**src/rtl/axi4s_rr_arbiter.sv**
```systemverilog
// Packet-level round-robin arbiter: merges NUM_INPUTS AXI4-Stream sources onto one sink,
// holding each grant from the first beat through the tlast beat.
module axi4s_rr_arbiter #(
    parameter int AXI_WIDTH  = 64,
    parameter int NUM_INPUTS = 4,
    parameter int ID_WIDTH   = $clog2(NUM_INPUTS)
) (
    input  logic                              clk_i,
    input  logic                              rst_i,
    input  logic [NUM_INPUTS*AXI_WIDTH-1:0]   m_tdata_i,
    input  logic [NUM_INPUTS-1:0]             m_tvalid_i,
    output logic [NUM_INPUTS-1:0]             m_tready_o,
    input  logic [NUM_INPUTS-1:0]             m_tlast_i,
    input  logic [NUM_INPUTS*AXI_WIDTH/8-1:0] m_tkeep_i,
    output logic [AXI_WIDTH-1:0]              s_tdata_o,
    output logic                              s_tvalid_o,
    input  logic                              s_tready_i,
    output logic                              s_tlast_o,
    output logic [AXI_WIDTH/8-1:0]            s_tkeep_o,
    output logic [ID_WIDTH-1:0]               s_tid_o,
    output logic                              dbg_state_o,
    output logic [ID_WIDTH-1:0]               dbg_prio_o
);

    localparam int          KEEP_WIDTH = AXI_WIDTH / 8;
    localparam int unsigned NUM_U      = NUM_INPUTS;

    typedef enum logic {
        ST_IDLE   = 1'b0,
        ST_LOCKED = 1'b1
    } state_e;

    state_e                state_q;
    state_e                state_d;
    logic [ID_WIDTH-1:0]   grant_r;
    logic [ID_WIDTH-1:0]   grant_d;
    logic [ID_WIDTH-1:0]   prio_r;
    logic [ID_WIDTH-1:0]   prio_d;

    logic [AXI_WIDTH-1:0]  tdata_arr [NUM_INPUTS];
    logic [KEEP_WIDTH-1:0] tkeep_arr [NUM_INPUTS];

    logic                  sel_found;
    logic [ID_WIDTH-1:0]   sel_idx;
    logic [ID_WIDTH-1:0]   cand;

    // Index arithmetic modulo NUM_INPUTS; base < NUM_INPUTS and off < NUM_INPUTS,
    // so a single conditional subtract is enough.
    function automatic logic [ID_WIDTH-1:0] wrap_add(input logic [ID_WIDTH-1:0] base,
                                                     input int unsigned off);
        int unsigned sum;
        sum = 32'(base) + off;
        if (sum >= NUM_U) begin
            sum = sum - NUM_U;
        end
        return ID_WIDTH'(sum);
    endfunction

    always_comb begin
        for (int i = 0; i < NUM_INPUTS; i++) begin
            tdata_arr[i] = m_tdata_i[i*AXI_WIDTH +: AXI_WIDTH];
            tkeep_arr[i] = m_tkeep_i[i*KEEP_WIDTH +: KEEP_WIDTH];
        end
    end

    // First requesting input searching upward from prio_r, wrapping at NUM_INPUTS.
    always_comb begin
        sel_found = 1'b0;
        sel_idx   = prio_r;
        cand      = '0;
        for (int k = 0; k < NUM_INPUTS; k++) begin
            cand = wrap_add(prio_r, k);
            if (!sel_found && m_tvalid_i[cand]) begin
                sel_found = 1'b1;
                sel_idx   = cand;
            end
        end
    end

    // Handshakes: a beat moves on a rising edge where valid and ready are both high.
    // Valid never depends on ready; the granted input's ready is s_tready_i passed through.
    always_comb begin
        state_d    = state_q;
        grant_d    = grant_r;
        prio_d     = prio_r;
        s_tvalid_o = 1'b0;
        m_tready_o = '0;
        case (state_q)
            ST_IDLE: begin
                if (sel_found) begin
                    grant_d = sel_idx;
                    state_d = ST_LOCKED;
                end
            end
            ST_LOCKED: begin
                s_tvalid_o          = m_tvalid_i[grant_r];
                m_tready_o[grant_r] = s_tready_i;
                if (m_tvalid_i[grant_r] && s_tready_i && m_tlast_i[grant_r]) begin
                    state_d = ST_IDLE;
                    prio_d  = wrap_add(grant_r, 1);
                end
            end
            default: state_d = ST_IDLE;
        endcase
    end

    always_ff @(posedge clk_i) begin
        if (rst_i) begin
            state_q <= ST_IDLE;
            grant_r <= '0;
            prio_r  <= '0;
        end else begin
            state_q <= state_d;
            grant_r <= grant_d;
            prio_r  <= prio_d;
        end
    end

    assign s_tdata_o   = tdata_arr[grant_r];
    assign s_tkeep_o   = tkeep_arr[grant_r];
    assign s_tlast_o   = m_tlast_i[grant_r];
    assign s_tid_o     = grant_r;
    assign dbg_state_o = (state_q == ST_LOCKED);
    assign dbg_prio_o  = prio_r;

endmodule

```
**config.mk**
```make
export PLATFORM = sky130hd
export DESIGN_NAME = axi4s_rr_arbiter
export DESIGN_NICKNAME = d
export VERILOG_FILES = /design/src/rtl/axi4s_rr_arbiter.sv
export SDC_FILE = /design/constraint.sdc
export NUM_CORES = 1
export LEC_CHECK = 0
export CORE_AREA = 2 2 146 148
export CTS_CLUSTER_DIAMETER = 150
export DETAILED_ROUTE_END_ITERATION = 7
export DIE_AREA = 0 0 148 150
export GPL_TIMING_DRIVEN = 0
export HOLD_SLACK_MARGIN = 0.1
export PLACE_DENSITY_LB_ADDON = 0.15
export RECOVER_POWER = 100
export SLEW_MARGIN = 20
export SYNTH_ARGS = -nofsm -noshare
export SYNTH_HDL_FRONTEND = slang
export SYNTH_SLANG_ARGS = --single-unit
```
**constraint.sdc**
```tcl
create_clock -name clk_i -period 3.5 [get_ports clk_i]
set_input_delay 0.7 -clock clk_i [delete_from_list [all_inputs] [get_ports clk_i]]
set_output_delay 0.7 -clock clk_i [all_outputs]
set_load 0.005 [all_outputs]
```
Figure 1. Floorplan with the power grid (run 1).
(3 px per um) Pins as bars on the die edge. Tap cells in grey.
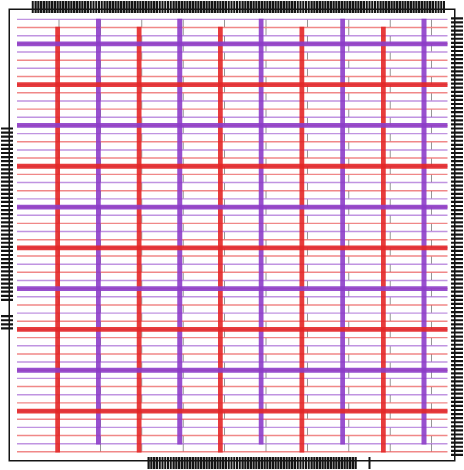
VDD -> purple
VSS -> red
met4 straps = 10
signal pins = 382
met5 straps = 10
tap cells = 275
met1 rails = 54
die span in y: 150 um
Die X: 148 um
Max VDD drop: 113.6 uV

Figure 2. Placement by cell class (run 1).
(3 px per um) Fill, decap, tap and diode cells in grey.
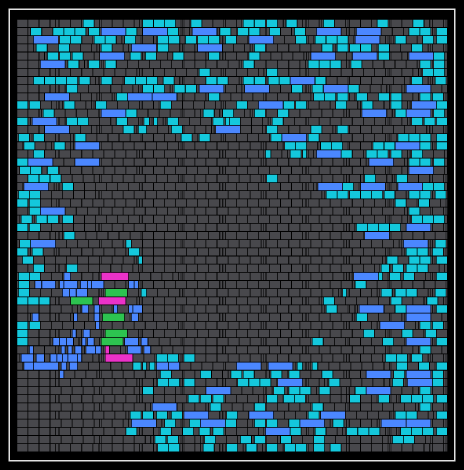
clock drivers and dummy loads -> magenta  # cells 4
other buffers and delay cells -> cyan  # cells 398
combinational and other logic -> blue  # cells 126
flops -> green  # cells 5
Final Util: 0.3099
core area: 20,690 sq um
post-route cell area: 6412 sq um
row count: 53
flop share of the area: 0.01561

Figure 3. Clock wires, drivers and flops (run 1).
(2 px per um)
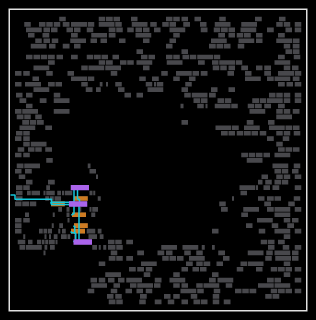
clock drivers -> purple  # count 3
flip-flops -> orange  # count 5
clock wires -> cyan  # length 118 um
routed clock nets = 4
clk_skew: 0.002495 ns
clock network fraction of total power: 0.181

## run 1: how the worst max path moves through the flow
| stage | to | cells after the start | slack (ns) |
|---|---|---|---|
| finish | s_tdata_o[49] | 4 | 0.18 |
| global route | s_tdata_o[49] | 4 | 0.01 |
| CTS | s_tdata_o[9] | 5 | 0.04 |
| detailed placement | s_tdata_o[18] | 4 | 0.12 |
| global placement | s_tdata_o[46] | 4 | 0.20 |
| floorplan | s_tdata_o[10] | 4 | 1.19 |
## run 1: repair_timing
action,in CTS,in global routing
endpoints found under the hold margin,0,0
gates cloned,0,0
pin swaps,0,0
resized,1,2
setup endpoints to repair,39,4
## run 1: sequential cells by signal, indices dropped and copies added (netlist names)
signal       flops
dbg_state_o      1
dbg_prio_o       2
s_tid_o          2
==> flow_metrics.tcl, run 1 <==
# flow metrics
set metrics [dict create \
    leakagePower_nw 2.189 \
    fill_cells 2124 \
    async_reset_ff_frac 0 \
    clkSlewWorstSetupHoldPaths_ns 0.03 \
    synthFlopType "dfxtp_1" \
    ys_top_cells_by_area "mux4_2 (75%), dfxtp_1 (4.6%), buf_2 (2.3%)" \
    crit_required_ns 2.80 \
    grt_pass1_vias 3580 \
    cts_buffers 3 \
    worstSetupPathType "flop to primary output" \
    nets 837 \
    critPathLaunchType "flop" \
    end_kind "primary output" \
    drt_pass1_iterations 4 \
    clockBufferCount 4 \
    cp_slowest_cell "dlygate4sd3_1" \
    setup-tns-final_ns 0 \
    worst_hold_path_type "flop to flop" \
    gr-usage-met3 0.02835 \
    chipArea_sq_um 22200 \
    xor_share 0 \
    buf_share 0.6078 \
    cp_max_fo 10 \
    p_int_mw 0.7883 \
    ys_seq_frac 0.04590 \
    drv_cap 0 \
    cts.sinks 5 \
    clockNetworkAreaShare 0.01229 \
    clock_path_buffers 2 \
    nNonClkBuffers 398 \
    topCombFamilyByArea "multiplexers" \
    synth-simple-area-share 0.06942 \
    top_cells_by_count "mux4_2 (73), buf_2 (10), nor2_1 (8)" \
    power.switching_mw 0.2473 \
    yosysUniqueCellTypes 31 \
    openroad.warnings 29 \
    pwr-share-seq 0.064 \
    p_total_mw 1.036 \
    crit_chain "clkbuf_2 -> clkbuf_1 -> mux4_2 -> dlygate4sd3_1" \
    logic_gates 123 \
    powerClk_mw 0.187 \
    yosys.area.top_type_share 0.7539 \
    cts_max_level 1 \
    grt_overflow 0 \
    p_seq_mw 0.0667 \
    reg2reg_to "dbg_prio_o[1]" \
    areaGrowthSynthToFinish_pct 194.0 \
    cts_tree "built" \
    outcome "complete, no violations" \
    vias 3195 \
    routedWlPerCell_um 20.52 \
    dominant_cells "buffers" \
    aoi_share 0.03959 \
    worstReg2RegStart "s_tid_o[0]" \
    drive_gt1_frac 0.1670 \
    grt_antenna_before_repair 0 \
    synth-edff-count 0 \
    dpl_cell_area_sq_um 6339 \
    adder_share 0.02295 \
    slowest_delay_ns 0.60 \
    antenna_left 0 \
    rsz0062_at_grt "false" \
    clockRootBuffer "clkbuf_16" \
    gp_congestion 0.8403 \
    pwr.group.combinational_mw 0.782 \
    flops 5 \
    top_cell "mux4_2" \
    dp.cells 804 \
    stdcell_count 808 \
    dp_hpwl_um 14620 \
    path_delay_family "buffers and inverters" \
    fmax_ghz 0.3008 \
    crit_path_start "s_tid_o[1]" \
    tap_cells 275 \
    comb_power_share 0.755 \
    drcViolationCount 0 \
    lay_top_count "clkdlybuf4s50_1" \
    avgSynthCellArea_sq_um 14.74 \
    via_per_inst 3.954 \
    slew_headroom 0.5607 \
    sh_comb_area 0.3089 \
    maxUsedRoutingLayer "met4" \
    hold_violations 0 \
    wl_met3_um 1186 \
    synth_cells 148 \
    switching_share 0.2388 \
    post_cts_buffers 0 \
    groute.usage.overall 0.1376 \
    cellPowerDensity_nw_per_um2 161.5 \
    inv_count 3 \
    grt.busiest_layer "met2" \
    final-comb-area_sq_um 1981 \
    setup_violations 0 \
    fp_util 0.1054 \
    gr-usage-met1 0.1622 \
    syn_nets 451 \
    reg2reg_slack_ns 1.57 \
    min_from "dbg_prio_o[1]" \
    drv_slew 0 \
    hold_path_end "dbg_prio_o[1]" \
    yosys_warnings 0 \
    setup_ws_ns 0.1753 \
    drtIter0Drc 62 \
    yosys_area_sq_um 2181 \
    worst_hold_slack_ns 0.6019 \
    min_period_ns 3.325 \
    drt-total-wl_um 16580 \
    pre_cts_ws_ns 0.1170 \
    reg2reg_depth 7 \
]
Figure 4. Signal wires by layer (run 1).
(3 px per um)
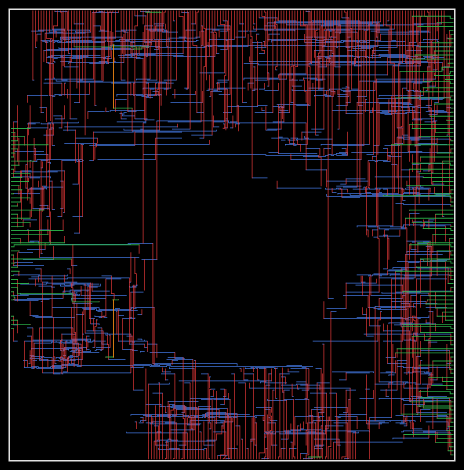

==> run 2: changes to the inputs <==
Settings changed: ABC_AREA set to 1, CORE_AREA 2 2 146 148 to 2 2 150 152, DIE_AREA 0 0 148 150 to 0 0 152 154.
Figure 5. Signal wires by layer (run 2).
(3 px per um)
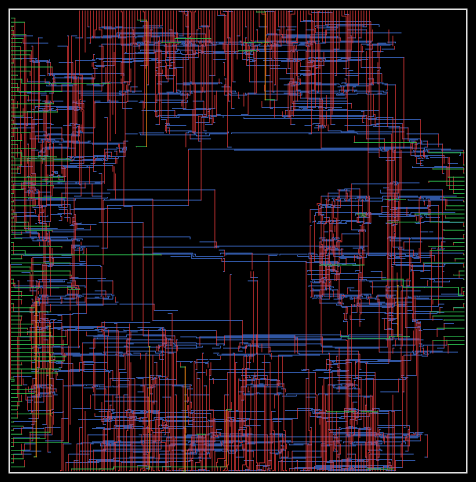
metal 2 -> red  # wire length 11,400 um
metal 4 -> orange  # wire length 270 um
metal 1 -> blue  # wire length 9,470 um
metal 3 -> green  # wire length 1,340 um
GRT Util Overall: 0.1763
Routed WL: 22,440 um

Figure 6. Placement by cell class (run 2).
(3 px per um) Fill, decap, tap and diode cells in grey.
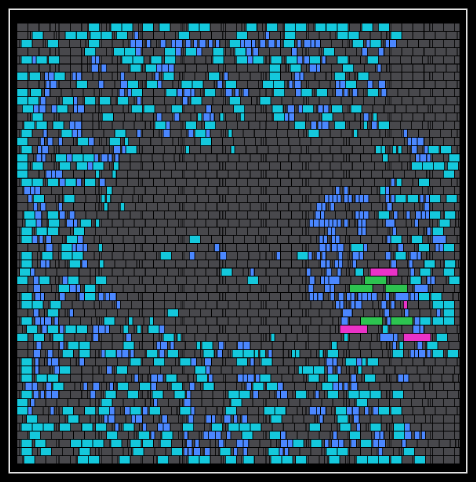
combinational and other logic -> blue  # cells 478
other buffers and delay cells -> cyan  # cells 430
clock drivers and dummy loads -> magenta  # cells 4
flops -> green  # cells 5
post-route cell area: 6798 sq um
row count: 54
core area: 21,690 sq um
flop share of the area: 0.01491
Final Util: 0.3134

==> flow_metrics.tcl, run 2 <==
# flow metrics
set metrics [dict create \
    yosys_warnings 0 \
    leakagePower_nw 2.592 \
    chipArea_sq_um 23410 \
    drt_pass1_iterations 5 \
    power.switching_mw 0.6332 \
    via_per_inst 4.349 \
    final-comb-area_sq_um 2175 \
    antenna_left 0 \
    grt_pass1_vias 5223 \
    cts_tree "built" \
    drcViolationCount 0 \
    fmax_ghz 0.2988 \
    crit_required_ns 2.80 \
    setup_ws_ns 0.1534 \
    end_kind "primary output" \
    logic_gates 459 \
    adder_share 0.01941 \
    pwr.group.combinational_mw 1.28 \
    dpl_cell_area_sq_um 6743 \
    pwr-share-seq 0.048 \
    gp_congestion 0.8888 \
    rsz0062_at_grt "false" \
    aoi_share 0.4745 \
    sh_comb_area 0.3199 \
    buf_share 0.5916 \
    top_cells_by_count "nor2_1 (156), o21ai_0 (146), o22ai_1 (72)" \
    worst_hold_slack_ns 0.5316 \
    min_period_ns 3.347 \
    routedWlPerCell_um 18.75 \
    path_delay_family "buffers and inverters" \
    clockRootBuffer "clkbuf_16" \
    yosysUniqueCellTypes 22 \
    finClkSkew_ns 0.003017 \
    cts.sinks 5 \
    synth-edff-count 0 \
    grt_overflow 0 \
    clock_path_buffers 2 \
    drv_slew 0 \
    pre_cts_ws_ns -0.01835 \
    outcome "complete, no violations" \
    switching_share 0.4092 \
    p_total_mw 1.547 \
    synth_cells 533 \
    vias 5206 \
    ys_seq_frac 0.03882 \
    ys_top_cells_by_area "o21ai_0 (28%), nor2_1 (23%), o22ai_1 (17%)" \
    grt_antenna_before_repair 1 \
    cts_max_level 1 \
    dominant_cells "buffers" \
    drv_cap 0 \
    tap_cells 280 \
    cp_max_fo 11 \
    drtIter0Drc 218 \
    crit_chain "inv_1 -> buf_2 -> clkbuf_1 -> ha_1 -> inv_1 -> nor2_1 -> clkdlybuf4s50_1" \
    cts_buffers 3 \
    nNonClkBuffers 430 \
    async_reset_ff_frac 0 \
    setup_violations 0 \
    stdcell_count 1197 \
    dp.cells 1194 \
    hold_violations 0 \
    worst_hold_path_type "flop to flop" \
    synthFlopType "dfxtp_1" \
    slowest_delay_ns 0.58 \
    drive_gt1_frac 0.02835 \
    nets 1221 \
    top_cell "nor2_1" \
    syn_nets 836 \
    cp_slowest_cell "clkdlybuf4s50_1" \
    areaGrowthSynthToFinish_pct 163.6 \
]
Figure 7. Floorplan with the power grid (run 2).
(3 px per um) Pins as bars on the die edge. Tap cells in grey.
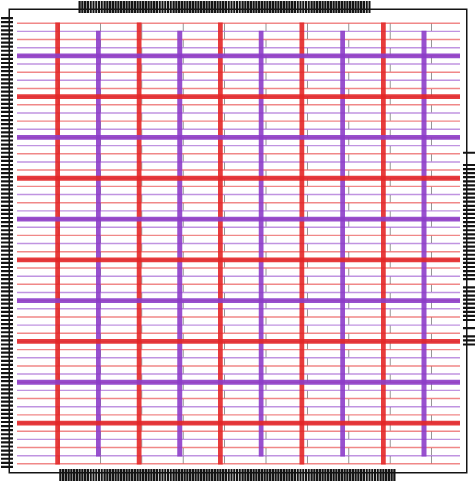
VDD -> purple
VSS -> red
met1 rails = 55
met4 straps = 10
signal pins = 382
Die X: 152 um
die span in y: 154 um
Max VDD drop: 137.3 uV

[run 2: what timing repair did]
action / in CTS / in global routing
gates resized: 3 / 0
setup buffers: 0 / 0
endpoints found under the setup margin: 22 / 0
[run 2: metal layers]
metal / vias up / global-route usage / wire length, um / part of all wire
met4: 0 / 0.02225 / 269 / 0.012
met5: - / 0 / 0 / 0
li1: 2616 / - / - / -
met3: 16 / 0.03720 / 1336 / 0.060
met2: 205 / 0.3235 / 11360 / 0.51
met1: 2369 / 0.2168 / 9472 / 0.42
[run 2: final timing paths]
check	startpoint	endpoint	slack, ns	cells past startpoint
setup / recovery	s_tid_o[0]	m_tready_o[2]	0.15	7
hold / removal	dbg_state_o	dbg_state_o	0.53	2
setup reg to reg	s_tid_o[0]	dbg_prio_o[1]	1.38	6
hold reg to reg	dbg_state_o	dbg_state_o	0.53	2
Power and IR drop assume default switching activity.
